### config.mk
export PLATFORM = sky130hd
export DESIGN_NAME = biu_req_arbiter
export DESIGN_NICKNAME = d
export VERILOG_FILES = /design/src/rtl/biu_pkg.sv /design/src/rtl/rr_pick.sv /design/src/rtl/biu_req_arbiter.sv
export SDC_FILE = /design/constraint.sdc
export NUM_CORES = 1
export LEC_CHECK = 0
export ABC_AREA = 1
export CAP_MARGIN = 0
export CORE_AREA = 2 2 221 223
export CTS_CLUSTER_DIAMETER = 60
export DETAILED_ROUTE_END_ITERATION = 10
export DIE_AREA = 0 0 223 225
export HOLD_SLACK_MARGIN = 0.12
export PLACE_DENSITY = 0.41
export SYNTH_ARGS = -nofsm -noshare
export SYNTH_HDL_FRONTEND = slang
export SYNTH_SLANG_ARGS = --single-unit
### constraint.sdc
create_clock -name clk -period 1.15 [get_ports clk]
set_clock_uncertainty 0.05 [all_clocks]
set_input_delay 0.115 -clock clk [delete_from_list [all_inputs] [get_ports clk]]
set_output_delay 0.115 -clock clk [all_outputs]
set_load 0.1 [all_outputs]
### src/rtl/biu_pkg.sv
// -----------------------------------------------------------------------------
// biu_pkg
// Shared definitions for the bus-interface-unit request path: transfer size
// encodings, arbiter FSM state type and default bus widths.
// -----------------------------------------------------------------------------
package biu_pkg;

    // One-hot transfer size encodings carried on *_size.
    localparam logic [3:0] SZ_B = 4'b0001;
    localparam logic [3:0] SZ_H = 4'b0010;
    localparam logic [3:0] SZ_W = 4'b0100;
    localparam logic [3:0] SZ_D = 4'b1000;

    // Request arbiter states.
    typedef enum logic [1:0] {
        ARB_IDLE    = 2'd0,
        ARB_BUSY    = 2'd1,
        ARB_RELEASE = 2'd2
    } arb_state_t;

    // Default widths of the cache_bus_unit request interface.
    localparam int BIU_PA_W   = 64;
    localparam int BIU_DATA_W = 64;
    localparam int BIU_CNT_W  = 11;

endpackage

### src/rtl/rr_pick.sv
// -----------------------------------------------------------------------------
// rr_pick
// Combinational round-robin picker. Returns the one-hot grant of the first
// asserted request at or after index ptr, wrapping modulo N.
//
// Ports:
//   req  in  N      request vector
//   ptr  in  PTR_W  highest-priority index for this pick (must be < N)
//   gnt  out N      one-hot grant (all zero when nothing requests)
//   any  out 1      at least one request asserted
// -----------------------------------------------------------------------------
module rr_pick #(
    parameter int N     = 2,
    parameter int PTR_W = (N > 1) ? $clog2(N) : 1
) (
    input  logic [N-1:0]     req,
    input  logic [PTR_W-1:0] ptr,
    output logic [N-1:0]     gnt,
    output logic             any
);

    logic [N-1:0] hi_gnt;
    logic [N-1:0] lo_gnt;
    logic         hi_found;
    logic         lo_found;

    // Two priority scans instead of a rotate: the first requester at or above
    // ptr wins; if there is none, the search wraps to the lowest requester.
    always_comb begin
        hi_gnt   = '0;
        lo_gnt   = '0;
        hi_found = 1'b0;
        lo_found = 1'b0;
        for (int i = 0; i < N; i++) begin
            if (req[i] && !hi_found && (PTR_W'(i) >= ptr)) begin
                hi_gnt[i] = 1'b1;
                hi_found  = 1'b1;
            end
            if (req[i] && !lo_found) begin
                lo_gnt[i] = 1'b1;
                lo_found  = 1'b1;
            end
        end
        gnt = hi_found ? hi_gnt : lo_gnt;
    end

    assign any = |req;

endmodule

### src/rtl/biu_req_arbiter.sv
// -----------------------------------------------------------------------------
// biu_req_arbiter
// Round-robin, transaction-atomic arbiter placing NUM_CH cache-controller
// channels onto the single cache_bus_unit request port, with per-channel
// routing of the bus unit's responses.
//
// A channel owns the bus from grant until bu_trans_rdy / bu_bus_error; one
// RELEASE cycle with requests forced low follows so the owner can drop its
// request before the next arbitration.
//
// Optional build macro:
//   BIU_ARB_TIMEOUT_EN  watchdog: a transaction without response for
//                       TIMEOUT_CYC BUSY cycles ends with a one-cycle
//                       ch_bus_error on the owner. Undefined: no watchdog.
//
// Ports:
//   clk, rst                 clock, asynchronous active-high reset
//   ch_wt_req/read_req/read_line_req [NUM_CH]   per-channel requests
//   ch_size [4*NUM_CH], ch_pa [PA_W*NUM_CH], ch_wt_data [DATA_W*NUM_CH]
//                            per-channel request fields
//   ch_line_data, ch_addr_count   bus-unit line data / word index, broadcast
//   ch_line_write, ch_cache_entry_write, ch_trans_rdy, ch_bus_error [NUM_CH]
//                            response strobes, owner bit only
//   bu_wt_req, bu_read_req, bu_read_line_req, bu_size, bu_pa, bu_wt_data
//                            request forwarded to cache_bus_unit
//   bu_line_data, bu_addr_count, bu_line_write, bu_cache_entry_write,
//   bu_trans_rdy, bu_bus_error    responses from cache_bus_unit
//   grant [NUM_CH]           one-hot current owner
// -----------------------------------------------------------------------------
module biu_req_arbiter
    import biu_pkg::*;
#(
    parameter int NUM_CH      = 2,
    parameter int PA_W        = BIU_PA_W,
    parameter int DATA_W      = BIU_DATA_W,
    parameter int CNT_W       = BIU_CNT_W,
    parameter int TIMEOUT_CYC = 1024
) (
    input  logic                     clk,
    input  logic                     rst,

    input  logic [NUM_CH-1:0]        ch_wt_req,
    input  logic [NUM_CH-1:0]        ch_read_req,
    input  logic [NUM_CH-1:0]        ch_read_line_req,
    input  logic [4*NUM_CH-1:0]      ch_size,
    input  logic [PA_W*NUM_CH-1:0]   ch_pa,
    input  logic [DATA_W*NUM_CH-1:0] ch_wt_data,
    output logic [DATA_W-1:0]        ch_line_data,
    output logic [CNT_W-1:0]         ch_addr_count,
    output logic [NUM_CH-1:0]        ch_line_write,
    output logic [NUM_CH-1:0]        ch_cache_entry_write,
    output logic [NUM_CH-1:0]        ch_trans_rdy,
    output logic [NUM_CH-1:0]        ch_bus_error,

    output logic                     bu_wt_req,
    output logic                     bu_read_req,
    output logic                     bu_read_line_req,
    output logic [3:0]               bu_size,
    output logic [PA_W-1:0]          bu_pa,
    output logic [DATA_W-1:0]        bu_wt_data,
    input  logic [DATA_W-1:0]        bu_line_data,
    input  logic [CNT_W-1:0]         bu_addr_count,
    input  logic                     bu_line_write,
    input  logic                     bu_cache_entry_write,
    input  logic                     bu_trans_rdy,
    input  logic                     bu_bus_error,

    output logic [NUM_CH-1:0]        grant
);

    localparam int PTR_W = $clog2(NUM_CH);

    arb_state_t          state;
    arb_state_t          state_nxt;
    logic [NUM_CH-1:0]   grant_q;
    logic [NUM_CH-1:0]   grant_nxt;
    logic [PTR_W-1:0]    rr_ptr;
    logic [PTR_W-1:0]    rr_ptr_nxt;
    logic [PTR_W-1:0]    gidx;
    logic [NUM_CH-1:0]   ch_any_req;
    logic [NUM_CH-1:0]   pick_gnt;
    logic                pick_any;
    logic                busy;
    logic                tmo_fire;
    logic                xact_done;

    assign ch_any_req = ch_wt_req | ch_read_req | ch_read_line_req;
    assign busy       = (state == ARB_BUSY);

    rr_pick #(
        .N     (NUM_CH),
        .PTR_W (PTR_W)
    ) u_rr_pick (
        .req (ch_any_req),
        .ptr (rr_ptr),
        .gnt (pick_gnt),
        .any (pick_any)
    );

    // Binary index of the current owner, used for the pointer update.
    always_comb begin
        gidx = '0;
        for (int i = 0; i < NUM_CH; i++) begin
            if (grant_q[i]) begin
                gidx = PTR_W'(i);
            end
        end
    end

`ifdef BIU_ARB_TIMEOUT_EN
    localparam int TMO_W = $clog2(TIMEOUT_CYC) + 1;

    logic [TMO_W-1:0] tmo_cnt;

    // Held at zero outside BUSY, so it reads 0 on the first BUSY cycle and
    // TIMEOUT_CYC-1 on BUSY cycle TIMEOUT_CYC.
    always_ff @(posedge clk or posedge rst) begin
        if (rst) begin
            tmo_cnt <= '0;
        end else if (!busy) begin
            tmo_cnt <= '0;
        end else begin
            tmo_cnt <= tmo_cnt + 1'b1;
        end
    end

    // A completion in the expiry cycle wins over the watchdog.
    assign tmo_fire = busy && (tmo_cnt == TMO_W'(TIMEOUT_CYC - 1)) && !bu_trans_rdy;
`else
    assign tmo_fire = 1'b0;
`endif

    assign xact_done = bu_trans_rdy | bu_bus_error | tmo_fire;

    // ---- FSM state register -------------------------------------------------
    always_ff @(posedge clk or posedge rst) begin
        if (rst) begin
            state   <= ARB_IDLE;
            grant_q <= '0;
            rr_ptr  <= '0;
        end else begin
            state   <= state_nxt;
            grant_q <= grant_nxt;
            rr_ptr  <= rr_ptr_nxt;
        end
    end

    // ---- FSM next state -----------------------------------------------------
    always_comb begin
        state_nxt  = state;
        grant_nxt  = grant_q;
        rr_ptr_nxt = rr_ptr;
        case (state)
            ARB_IDLE: begin
                if (pick_any) begin
                    grant_nxt = pick_gnt;
                    state_nxt = ARB_BUSY;
                end
            end
            ARB_BUSY: begin
                if (xact_done) begin
                    // Grant drops entering RELEASE; the owner becomes the
                    // lowest priority for the next arbitration.
                    grant_nxt  = '0;
                    state_nxt  = ARB_RELEASE;
                    rr_ptr_nxt = (gidx == PTR_W'(NUM_CH - 1)) ? '0 : gidx + 1'b1;
                end
            end
            ARB_RELEASE: begin
                grant_nxt = '0;
                state_nxt = ARB_IDLE;
            end
            default: begin
                grant_nxt = '0;
                state_nxt = ARB_IDLE;
            end
        endcase
    end

    // ---- Request mux and response routing -----------------------------------
    // Requests are forwarded live from the owner only while BUSY; in IDLE and
    // RELEASE the bus unit sees nothing, even if a channel still requests.
    always_comb begin
        bu_wt_req            = 1'b0;
        bu_read_req          = 1'b0;
        bu_read_line_req     = 1'b0;
        bu_size              = '0;
        bu_pa                = '0;
        bu_wt_data           = '0;
        ch_line_write        = '0;
        ch_cache_entry_write = '0;
        ch_trans_rdy         = '0;
        ch_bus_error         = '0;
        if (busy) begin
            for (int i = 0; i < NUM_CH; i++) begin
                if (grant_q[i]) begin
                    bu_wt_req        = ch_wt_req[i];
                    bu_read_req      = ch_read_req[i];
                    bu_read_line_req = ch_read_line_req[i];
                    bu_size          = ch_size[i*4 +: 4];
                    bu_pa            = ch_pa[i*PA_W +: PA_W];
                    bu_wt_data       = ch_wt_data[i*DATA_W +: DATA_W];
                end
            end
            ch_line_write        = grant_q & {NUM_CH{bu_line_write}};
            ch_cache_entry_write = grant_q & {NUM_CH{bu_cache_entry_write}};
            ch_trans_rdy         = grant_q & {NUM_CH{bu_trans_rdy}};
            ch_bus_error         = grant_q & {NUM_CH{bu_bus_error | tmo_fire}};
        end
    end

    // Line data and word index are qualified by ch_line_write on the channel
    // side, so they are broadcast without registering.
    assign ch_line_data  = bu_line_data;
    assign ch_addr_count = bu_addr_count;
    assign grant         = grant_q;

endmodule
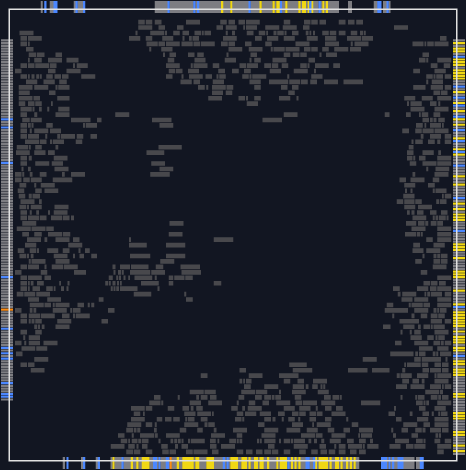
(pin map)
(2 px per um) Pins as bars across the die edge, other pins in grey.
Orange stands for ch_read_req, pins 2, direction input, edge 1 south, 1 west. Blue stands for ch_line_data, pins 64, direction output, edge 25 south, 15 north, 13 east, 11 west. Yellow stands for ch_wt_data, pins 128, direction input, edge 60 east, 54 south, 14 north.
All pins by edge: 163 south, 153 east, 133 west, 122 north.
Die X: 223 um
Die Y-Extent: 225 um
PortBufs: 420

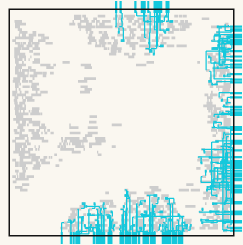
(port wiring)
(1 px per um)
Cyan stands for ch_wt_data, bits 128, direction input, end cells 128, buffers 128, wire 3800 um.
IO Count: 571

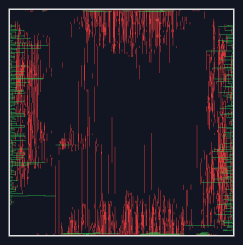
(wiring by layer)
(1 px per um) Only two layers are drawn.
Green stands for M3, wire length 2230 um. Red stands for M2, wire length 13000 um.
via count: 5268
wire length per cell: 17.0 um

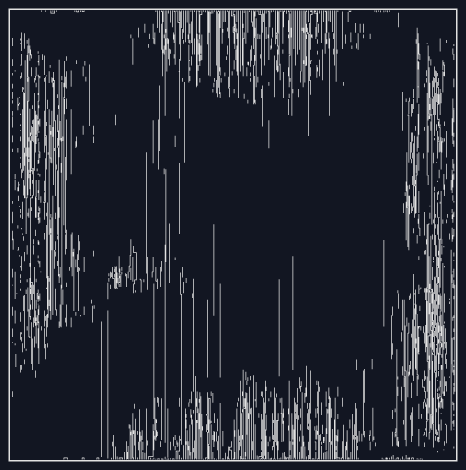
(the metal 2 layer)
(2 px per um)
The layer holds 50% of the routed length. 1114 nets have wire on it. The layer carries 13000 um of wire.
final WL: 26.3 mm
M2 GR Usage: 17.0%

==> reports/metrics.yaml <==
status:
  status: "finished, violations left"
  violations: "setup timing"
synth:
  synth-area-yosys_sq_um: 3270
  edf_count: 0
  ys.flop_type: "dfrtp_1"
  syn_inst: 572
  top_area_cell: "nand3_1"
  ys_ff: 5
  yosysMostFrequentCell: "inv_1"
  top_cells_by_count: "inv_1 (146), nand3_1 (126), buf_4 (78)"
  top_cell_area_share_pct: 19.3
  yosysSeqAreaShare_pct: 3.83
  syn_nets: 923
  ys_warn_count: 0
  syn_area_sq_um: 3270
  synth.distinct_cells: 21
  area_leaders: "nand3_1 (19%), buf_4 (18%), inv_1 (17%)"
  async_flop_share_pct: 100
  ys_cells: 572
  syn_area_per_cell_sq_um: 5.71
power_and_ir_drop:
  power.total_mw: 25.2
  peakVddDrop_uv: 810
  power_density_nw_per_um2: 2170
  p_leak_nw: 4.49
layout:
  syn_to_final_growth_pct: 255
  antenna_cells: 0
  nFillCells: 5069
  nets: 1287
  drive_gt1_share_pct: 43.6
clocking:
  clockBufferDepth: 2
  insertion_delay_ps: 220
  tritoncts: "done"
  cts.sinks: 5
  cts_made_buffers: 3
  clockRootBuffer: "clkbuf_16"
  htree_levels: 1
  clk_pin_slew_ps: 30
min_path:
  min-delay-start: "bu_line_data[26]"
  holdCritPathClass: "input port to output pin"
critical_path:
  crit_path_end_kind: "output pin"
  crit_path_max_incr_delay_ps: 390
  start_kind: "register"
  crit_top_cell: "buf_12"
  critPathArrivalTime_ps: 1760
  worstPathMaxFanout: 7
  crit_chain: "nor2_4, nand3b_4, buf_12, buf_16, buf_12, o21ai_4, buf_12"
  reg2reg_slack_ps: -300
  cp-startpoint: "state[1]"
  worstSetupPathType: "register to output pin"
  slowest_stage: "dfrtp_1"
  cp.required_ps: 990
  timing.rr.start: "state[1]"
die:
  std_cell_rows: 80
  initCoreUtil_pct: 6.87
  core-area_sq_um: 47500
  die-area_sq_um: 50200
global_routing:
  grt_pass1_wl_mm: 35.9
  grt_pass1_vias: 5617
  grt_max_degree: 76
  grt_overflow: 0
  antenna_found_initial: 0
  grt.total_usage_pct: 9.47
timing:
  tightest_slew_ps: 349
  setup_viol: 150
  hold_viol: 0
  rsz0062_at_grt: "true"
  setup_ws_ps: -770
  clock.fmax_ghz: 0.521
  finalCriticalPeriod_ps: 1920
  relSlewSlack_pct: 76.5
  min_period_over_period_pct: 167
  slew_viol_final: 0
  tns_ps: -101590
drt:
  wl_met1_mm: 10.0
  ant_nets: 0
  top_layer: "met4"
  drt_pass1_iterations: 4
  vias_per_cell: 3.40
  routed-wl-met2_mm: 13.0
  drtIter0Drc: 102
  met3_length_mm: 2.23
  drcViolationCount: 0
flow_run:
  cap_violations: 0
  warnings: 29
placed_design:
  preCtsSetupSlack_ps: -735
  place_congestion: 0.752
  dpl.hpwl_mm: 18.1
==> worst paths after layout <==
check / endpoint / cells past startpoint
max in group asynchronous: grant[1] / 3
min reg2reg: rr_ptr / 2
max: bu_pa[39] / 7
max reg2reg: rr_ptr / 6
min in group asynchronous: state[1] / 3
min: ch_line_data[26] / 0
==> stage by stage <==
| step | cells | cell area (sq um) | hold WS, ps | util (%) |
|---|---|---|---|---|
| global route | 1550 | 11600 | 180 | 24.4 |
| detailed placement | 1517 | 10000 | 181 | 21.0 |
| global placement | 1517 | 10000 | 181 | 21.0 |
| CTS | 1544 | 11200 | 181 | 23.6 |
| floorplan | 572 | 4110 | -156 | - |
| finish | 1550 | 11600 | 180 | 24.4 |
==> worst max-delay path: cells and delay by family (launching register included) <==
| family | cells | cell delay (ps) |
|---|---|---|
| simple gates | 2 | 310 |
| buf+inv | 4 | 660 |
| compound gates | 1 | 150 |
| flops | 1 | 390 |
==> per-layer routing <==
layer / up-vias / GRT usage, %
met5: - / 0
met4: 0 / 3.07
met3: 46 / 2.91
met2: 292 / 17.0
met1: 2457 / 10.7
li1: 2473 / -
==> where the power goes <==
group | leakage, nW | switching, mW | internal, mW | total, mW
combinational | 4.39 | 15.1 | 9.22 | 24.3
sequential | 0.0595 | 0.0764 | 0.273 | 0.349
clock | 0.0382 | 0.107 | 0.459 | 0.566
==> layout by cell type, fill, tap and decap left out, types with 2 or more instances in the layout <==
master and count:
clkbuf_16 6, dfrtp_4 2, nand3_4 5, clkdlybuf4s50_1 275, nand2_8 2, nand3_2 49
nor2_1 2, bufbuf_16 3, o21ai_0 5, buf_12 155, dfrtp_1 3, buf_8 4
o22ai_4 3, nand2_1 9, buf_6 11, o21ai_4 112, nor2_4 9, inv_1 146
nand3_1 82, o21ai_2 17, buf_16 18, buf_4 9
==> registers in the layout, summed over array words and instances (netlist names) <==
register and flops:
state 2, rr_ptr 1, grant 2
==> area by class of cell <==
type | instances | area (sq um) | share of cell area (%)
tap | 615 | 769 | 6.64
multi-input combinational | 300 | 3270 | 28.2
sequential | 5 | 133 | 1.14
timing repair buffer | 479 | 6790 | 58.6
inverter | 147 | 552 | 4.76
clock buffer | 4 | 78.8 | 0.680
==> cell families (layout without fill, tap and decap cells) <==
family / Yosys count / count (layout) / share of synthesized area, %
and+or+nand+nor: 161 / 161 / 26.1
AOI/OAI and AO/OA: 139 / 139 / 27.1
buffers and inverters: 267 / 630 / 43.0
DFF: 5 / 5 / 3.83
==> repair_timing <==
item / in CTS / in global routing
hold buffers: 1 / 0
setup endpoints to repair: 150 / 150
gates resized: 186 / 47
setup buffers: 9 / 2
pin swaps: 11 / 13
hold endpoints to repair: 5 / 0
cloned: 14 / 4
No activity file was given, so power comes from the tool's default toggle rates.
